### config.mk
export PLATFORM = sky130hd
export DESIGN_NAME = magnitude_comparator
export DESIGN_NICKNAME = d
export VERILOG_FILES = /design/src/rtl/magnitude_comparator.sv
export SDC_FILE = /design/constraint.sdc
export NUM_CORES = 1
export LEC_CHECK = 0
export ABC_AREA = 1
export CAP_MARGIN = 20
export CELL_PAD_IN_SITES_DETAIL_PLACEMENT = 0
export CELL_PAD_IN_SITES_GLOBAL_PLACEMENT = 2
export CORE_AREA = 2 2 48 45
export CTS_CLUSTER_DIAMETER = 60
export DETAILED_ROUTE_END_ITERATION = 16
export DIE_AREA = 0 0 50 47
export GPL_ROUTABILITY_DRIVEN = 0
export GPL_TIMING_DRIVEN = 0
export PLACE_DENSITY_LB_ADDON = 0.15
export SETUP_SLACK_MARGIN = 0.05
export SYNTH_ARGS = -nofsm -noshare
export SYNTH_HDL_FRONTEND = slang
export SYNTH_SLANG_ARGS = --single-unit
### constraint.sdc
create_clock -name clk -period 3.4 [get_ports clk]
set_input_delay 0.68 -clock clk [delete_from_list [all_inputs] [get_ports clk]]
set_output_delay 0.68 -clock clk [all_outputs]
set_load 0.01 [all_outputs]
### src/rtl/magnitude_comparator.sv
// Registered WIDTH-bit magnitude comparator with unsigned/two's-complement modes
// and 74x85-style cascade inputs; one-hot gt/lt/eq flags one cycle after in_valid.
module magnitude_comparator #(
   parameter int WIDTH    = 4,
   parameter int RESET_EQ = 0
) (
   input  logic             clk,
   input  logic             rst,
   input  logic             in_valid,
   input  logic [WIDTH-1:0] a,
   input  logic [WIDTH-1:0] b,
   input  logic             signed_mode,
   input  logic             gt_in,
   input  logic             lt_in,
   input  logic             eq_in,
   output logic             out_valid,
   output logic             a_gt_b,
   output logic             a_lt_b,
   output logic             a_eq_b
);

   localparam logic RST_EQ = (RESET_EQ != 0);

   logic             out_valid_d, out_valid_q;
   logic             a_gt_b_d, a_gt_b_q;
   logic             a_lt_b_d, a_lt_b_q;
   logic             a_eq_b_d, a_eq_b_q;
   logic [WIDTH-1:0] sign_mask;
   logic [WIDTH-1:0] a_key, b_key;

   // Flipping the sign bit maps two's-complement order onto unsigned order,
   // so one unsigned compare serves both modes.
   always_comb begin
      sign_mask            = '0;
      sign_mask[WIDTH-1]   = signed_mode;
      a_key                = a ^ sign_mask;
      b_key                = b ^ sign_mask;
   end

   always_comb begin
      out_valid_d = in_valid;
      a_gt_b_d    = a_gt_b_q;
      a_lt_b_d    = a_lt_b_q;
      a_eq_b_d    = a_eq_b_q;
      if (in_valid) begin
         a_gt_b_d = 1'b0;
         a_lt_b_d = 1'b0;
         a_eq_b_d = 1'b0;
         if (a_key > b_key)      a_gt_b_d = 1'b1;
         else if (a_key < b_key) a_lt_b_d = 1'b1;
         else if (eq_in)         a_eq_b_d = 1'b1;
         else if (gt_in)         a_gt_b_d = 1'b1;
         else if (lt_in)         a_lt_b_d = 1'b1;
         else                    a_eq_b_d = 1'b1;
      end
   end

   always_ff @(posedge clk) begin
      if (rst) begin
         out_valid_q <= 1'b0;
         a_gt_b_q    <= 1'b0;
         a_lt_b_q    <= 1'b0;
         a_eq_b_q    <= RST_EQ;
      end else begin
         out_valid_q <= out_valid_d;
         a_gt_b_q    <= a_gt_b_d;
         a_lt_b_q    <= a_lt_b_d;
         a_eq_b_q    <= a_eq_b_d;
      end
   end

   assign out_valid = out_valid_q;
   assign a_gt_b    = a_gt_b_q;
   assign a_lt_b    = a_lt_b_q;
   assign a_eq_b    = a_eq_b_q;

endmodule

Figure 1. Cell placement (run 1).
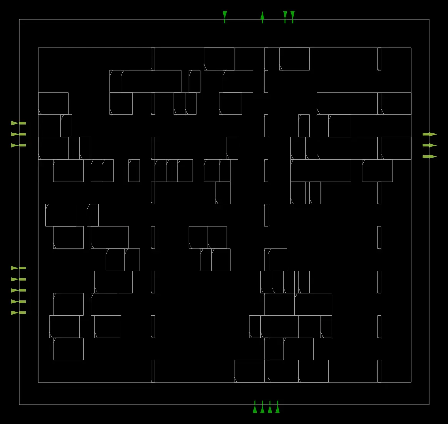
sequential portion of the cell area: 15.0%
well-tap cell count: 25
Row Count: 15
Final Instance Count excl. Fillers: 91
Post-Route Utilization: 28.7%

Figure 2. Signal wires on met1 (run 1).
The bar under the picture is 20 um long. Supply wires on this layer in gray. Cells faint in the background.
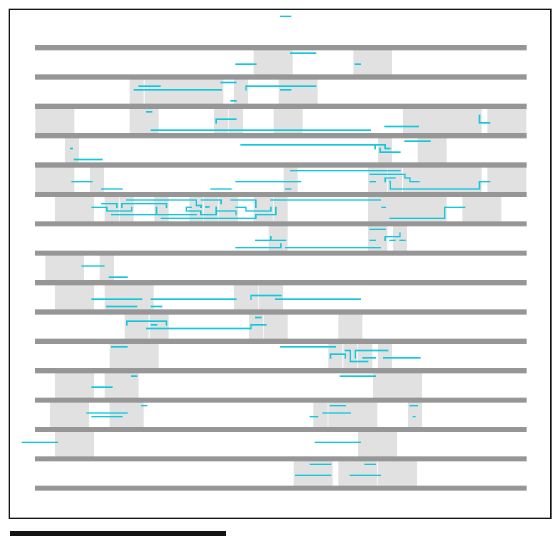
longest straight run: 20.2 um
main direction: horizontal
share of all routed wire: 49%
M1 GR Usage: 8.02%
Routed WL: 628 um
via count: 335

Figure 3. Drive-strength map (run 1).
The bar under the picture is 20 um long.
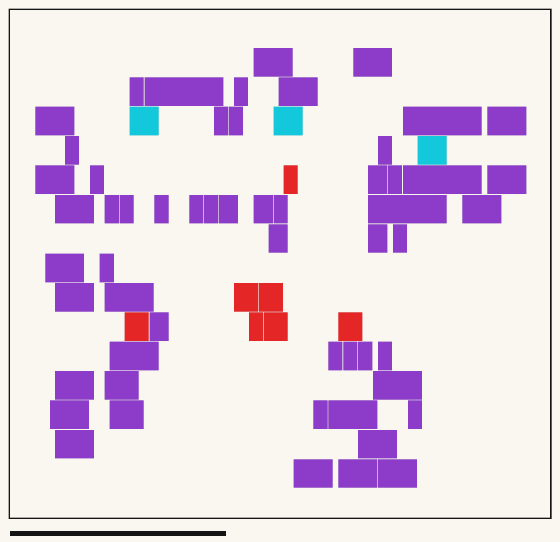
legend:
  red:
    size: _2 cells
    cells: 7
    share: 11%
  cyan:
    size: _3 and _4 cells
    cells: 3
    share: 4.5%
  purple:
    size: _0 and _1 cells
    cells: 56
    share: 85%
design area: 533 um2
area growth from synthesis to layout: 78.2%
setup slack of the critical path after layout: 1.46 ns
bufs w/o clock: 18

Figure 4. Routed clock nets over the placement (run 1).
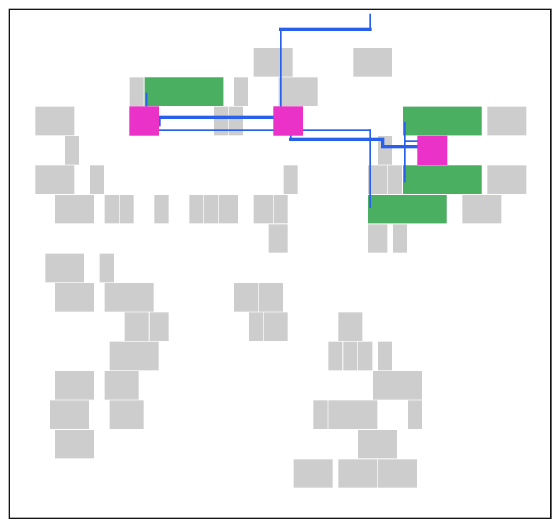
legend:
  green:
    item: flip-flops
    count: 4
  blue:
    item: clock wires
    length: 86.2 um
  magenta:
    item: clock drivers
    count: 3
routed clock nets: 4
fraction of power consumed by the clock network: 36.4%
later-pin clock latency in the skew report: 0.24 ns

run 1: per-stage QoR:
| stage | total power (uW) | instances | setup WS (ns) |
|---|---|---|---|
| floorplan | 80.3 | 45 | 1.80 |
| global placement | 109 | 88 | 1.22 |
| detailed placement | 109 | 88 | 1.21 |
| CTS | 172 | 91 | 1.46 |
| global route | 183 | 91 | 1.37 |
| finish | 168 | 91 | 1.46 |
run 1: path summary, 6_finish.rpt:
kind | from | endpoint | slack (ns) | depth (start not counted)
max | signed_mode | a_gt_b$_SDFFE_PP0P_ | 1.46 | 8
min | a_eq_b$_SDFFE_PP0P_ | a_eq_b$_SDFFE_PP0P_ | 0.46 | 2
max reg2reg | a_lt_b$_SDFFE_PP0P_ | a_lt_b$_SDFFE_PP0P_ | 2.78 | 4
min reg2reg | a_eq_b$_SDFFE_PP0P_ | a_eq_b$_SDFFE_PP0P_ | 0.46 | 2
run 1: cells in the final DEF (no fill, tap or decap), drive strengths merged:
cell / count
xor2: 1
clkdlybuf4s50: 18
xnor2: 1
clkbuf: 3
dfxtp: 4
nor2: 6
ha: 4
a21oi: 3
nand2: 14
inv: 9
nand3: 3
run 1: state kept, by name, summed over array words and instances (netlist names):
name       count
out_valid      1
a_lt_b         1
a_eq_b         1
a_gt_b         1
run 1: cell type report:
class | count | area share, %
tap | 25 | 5.87
clock buffer | 3 | 4.23
sequential | 4 | 15.0
inverter | 9 | 6.34
timing repair buffer | 18 | 33.8
multi-input combinational | 32 | 34.7
run 1: routing by layer:
layer / track usage (%) / vias up
li1: - / 180
met1: 8.02 / 138
met2: 8.68 / 17
met3: 4.78 / 0
met4: 1.67 / 0
met5: 0 / -
run 1: kinds of logic after synthesis:
group           count (synthesis)
compound gates                  3
xor+xnor                        2
fa+ha+maj                       4
buf+inv                         9
flops                           4
simple gates                   23
==> summary.txt, run 1 <==
Physical implementation

Per the detail_route report, routed wire per instance is between 6 and 7 um. The clock root buffer is sky130_fd_sc_hd__clkbuf_4. The cell leakage power is 0.000247 uW. The category of the most critical setup path is input port to flop. The area fraction in mux cells is 0%.

Across all stage logs, warnings added up to 26. Summed over all nets, the half-perimeter wirelength after detailed placement is around 570 um. The sequential cell area fraction in the yosys report is 26.8%. The worst setup path is captured at a flop. After layout, the minimum clock period comes to slightly below 2 ns.

Per the post-run analysis, buffers plus inverters along the critical path come to 1. The total iterations of the first detailed-routing run is 5. The post-synthesis share of cell area spent on and-or and or-and gates is 5.02%. The chip area is 2350 um2. The number of failing setup endpoints in the final timing report is 0.

During synthesis, Yosys emitted a total of 0 warnings. The placement report lists the number of port buffers as 18. The mean number of vias per cell is between 3 and 4. The count of max-cap constraint violations is 0. The total length of routed met2 wires is 253 um.

The count of antenna-violating nets left after detailed routing is 0. The category of cells accounting for the largest share of critical-path delay is buffers and inverters. The number of global-route vias before repair was 289. Wire segments on met3 add up to 66 um in the final route. In the synthesized netlist, the dominant kind of combinational cell is simple AND/OR/NAND/NOR gates. In the final design database the tool counted 87 nets. Sorting the synthesized cells by area gives the leading types as sky130_fd_sc_hd__dfxtp_1, sky130_fd_sc_hd__ha_1, sky130_fd_sc_hd__nand2_1. On the final layout, the worst clock skew is 0 ns.

The height of the die is 47 um. The top cell type by total area after synthesis is sky130_fd_sc_hd__dfxtp_1. The post-synthesis instance total is 45. For reference, the post-synthesis area per instance comes to 6.65 um2.

The relative slew slack is 89.4%. The share of total power dissipated in combinational logic is 32.9%. The reported combinational group power is 55.1 uW. The count of hold-fix buffers inserted at cts is 0. The horizontal die dimension reported for this design is 50 um. The number of failing hold endpoints at the final stage is 0. Of all power groups, the one with the highest power is the clock network.

In the power breakdown, the internal column shows 121 uW. The layout cell share with drive strength beyond 1 is 15.2%. The count of H-tree levels built during CTS is 1. The run finished with clean final reports. The worst endpoint data arrival time is just over 2 ns.

The clock network power consumption is about 60 uW. The highest routed metal layer is met3. The cell-mix breakdown from Yosys lists the adder-cell area share as 16.7%. The final worst-path cycle share is 57.0%.

The initial antenna violation count came to 0. Timing would allow up to 0.516 GHz. The I/O pin count is 19.

The commonest register cell is sky130_fd_sc_hd__dfxtp_1. The number of antenna repair diodes is 0. Setup repair after global routing left no endpoint under its margin. For reference, the final report shows the max-slew violation count at 0. The sequential share of power is 30.8%. The class of the most critical hold timing path is flop to flop. CTS reports a maximum clock tree buffer depth of 2. The most repeated cell in the gate-level netlist after synthesis is sky130_fd_sc_hd__nand2_1.

The sequential group power is 51.5 uW. The layout filler cell count is 205. The largest fanout on the critical path is 3.
## Run 2: what changed since run 1
Settings changed: CORE_AREA 2 2 48 45 to 2 2 49 47, DIE_AREA 0 0 50 47 to 0 0 51 49.
Clock period 3.4 ns to 2 ns, I/O delays scaled along.
Figure 5. Signal wires on met1 (run 2).
The bar under the picture is 20 um long. Supply wires on this layer in gray. Cells faint in the background.
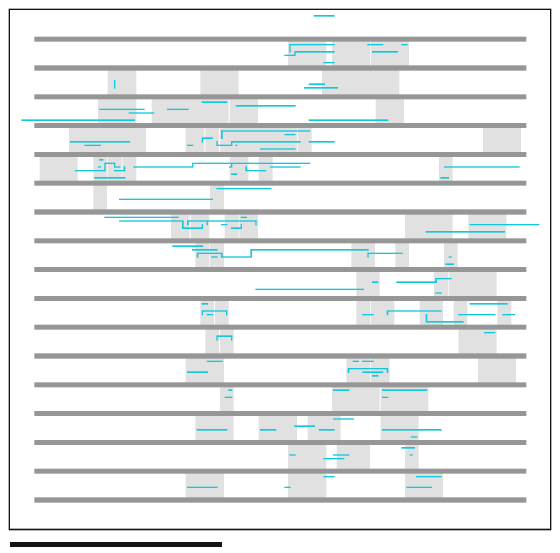
Routed WL: 668 um
via count: 340
M1 GR Usage: 6.89%

Figure 6. Routed metal per tile (run 2).
The bar under the picture is 20 um long. The die is cut into 10 by 10 equal tiles; dark purple is low, yellow is high, scaled to the fullest tile. Values are wire area over tile area, all layers added.
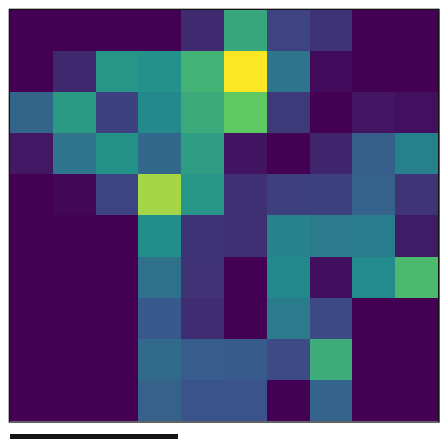
mean over tiles: 0.043
emptiest ninth of the die: lower left
fullest tile: 0.20
nearly empty tiles: 37%
total routing usage reported by global routing: 6.80%
WL per Instance: 7.18 um

==> run 2 against run 1 <==
Against the previous run:
- critical path depth unchanged
- final area up 0.47%
- register-to-register slack worse by 1.4 ns
- total power up 69%
- global-route usage up 0.37 points
- non-clock buffer count unchanged
- first-iteration DRC count down 80%
- hold slack worse by 0.0064 ns
==> summary.txt, run 2 <==
Physical implementation

The sequential share of power is 31.0% (+0.2 points). The number of antenna repair diodes is 0 (unchanged). The chip area is 2500 um2 (+6.3%). The sequential group power is 87.7 uW (+70%).

Among the non-sequential cells, simple AND/OR/NAND/NOR gates take the most area. The placed wire-length estimate after detailed placement was 592 um (+4.0%). The OpenROAD warning count is 26 (unchanged).

Looking at the reg2reg group, the worst path starts from a_lt_b$_SDFFE_PP0P_. The most utilized layer in the global route result is met2. The deepest clock path buffer count was 2 (unchanged). The clock latency at the later pin of the worst-skew pair is 0.24 ns (about the same).

The highest routed metal layer is met3. The die span in x is 51 um (+2.0%). The layout cell share with drive strength beyond 1 came to 15.2% (unchanged).

The count of H-tree levels built during CTS was 1 (unchanged). The initial antenna violation count came to 0 (unchanged). The clock group share of total power is 36.0% (-0.4 points).

The count of antenna-violating nets left after detailed routing is 0 (unchanged). The global routing usage on met3 is 4.60% (-0.18 points). The maximum clock frequency is just over 0.6 GHz.

The clock network power consumption is 102 uW (+67%). The worst setup timing slack at the placement stage is 0.0997 ns (-1.11 ns). The synthesized area divided by synthesized cell count is 6.65 um2 (unchanged). The number of failing hold endpoints at the final stage was 0 (unchanged). The worst setup path is captured at a flop. The wire length on met3 was 50 um (-24%). The sum of internal, switching and leakage power was 283 uW (+69%). The count of cells along the worst hold path is 2 (unchanged). The cell total after placement is 90 (+2.3%). The top flip-flop cell by instance count after synthesis is sky130_fd_sc_hd__dfxtp_1.

The largest fanout on the critical path is 3 (unchanged). The leading cell type in the layout, fill and taps excluded is sky130_fd_sc_hd__clkdlybuf4s50_1. The endpoint of the worst-slack reg-to-reg timing path is a_lt_b$_SDFFE_PP0P_. Setup repair after global routing left no endpoint under its margin. The cell leakage power is 0.000247 uW (unchanged). The area fraction in mux cells is 0% (unchanged). The number of slew-limit violations in the final report is 0 (unchanged). The global-route met2 utilization is 10.8% (+2.1 points). The number of standard cells in the final layout excluding fillers is 93 (+2.2%). The final timing summary puts the cycle share of the worst path at 81.8%.

The height of the die is 49 um (+4.3%). The main area contributors are sky130_fd_sc_hd__dfxtp_1, sky130_fd_sc_hd__ha_1, sky130_fd_sc_hd__nand2_1. The count of input and output buffers is 18 (unchanged).

The area added between synthesis and finish is 79.1%. The count of max-cap constraint violations came to 0 (unchanged). The slack of the critical path is 0.364 ns (-1.10 ns). For reference, the most critical setup path is categorized as input port to flop. The worst-case clock skew came to 0 ns (unchanged). The final instance area is 536 um2 (+0.47%). Sorting the Yosys area breakdown by cell type puts at the top sky130_fd_sc_hd__dfxtp_1. The capture point of the worst path is a_gt_b$_SDFFE_PP0P_. The warning count from the yosys run is 0 (unchanged). The mean number of vias per cell is 3.66 (-0.69%). The run finished with clean final reports. The number of global-route vias before repair is 349 (+21%). The post-synthesis share of cell area spent on full adders, half adders and majority gates was 16.7% (unchanged).

The number of failing setup endpoints in the final timing report is 0 (unchanged).
==> run 2: cell counts after synthesis <==
No cell type changed its count.
==> run 2: worst min path at each step <==
| stage | start | endpoint | slack [ns] |
|---|---|---|---|
| 5_1_grt | a_gt_b$_SDFFE_PP0P_ | a_gt_b$_SDFFE_PP0P_ | 0.48 |
| 4_1_cts | a_gt_b$_SDFFE_PP0P_ | a_gt_b$_SDFFE_PP0P_ | 0.46 |
| 3_5_place_dp | a_gt_b$_SDFFE_PP0P_ | a_gt_b$_SDFFE_PP0P_ | 0.46 |
| 2_1_floorplan | rst | a_eq_b$_SDFFE_PP0P_ | 0.47 |
| 6_report | a_gt_b$_SDFFE_PP0P_ | a_gt_b$_SDFFE_PP0P_ | 0.46 |
| 3_3_place_gp | a_gt_b$_SDFFE_PP0P_ | a_gt_b$_SDFFE_PP0P_ | 0.46 |
==> run 2: logic make-up after synthesis <==
group,Yosys count
AND-OR/OR-AND,3
XOR/XNOR,2
adder cells (fa/ha/maj),4
buffers and inverters,9
flip-flops,4
AND/OR/NAND/NOR,23
==> run 2: area by class of cell <==
type                            count  area [um2]
Tap cell                           27        33.8
Multi-Input combinational cell     32         185
Sequential cell                     4        80.1
Fill cell                         250        1490
Timing Repair Buffer               18         180
Inverter                            9        33.8
Clock buffer                        3        22.5
==> run 2: critical path: stages <==
cell and delay [ns]:
sky130_fd_sc_hd__clkdlybuf4s50_1 0.45, sky130_fd_sc_hd__xor2_1 0.18, sky130_fd_sc_hd__ha_1 0.31, sky130_fd_sc_hd__nand2_2 0.07, sky130_fd_sc_hd__nor2_2 0.15, sky130_fd_sc_hd__nand2_1 0.07, sky130_fd_sc_hd__nand3_1 0.08, sky130_fd_sc_hd__a21oi_1 0.06
Power figures rest on the tool's default switching activity, not on a simulated workload.
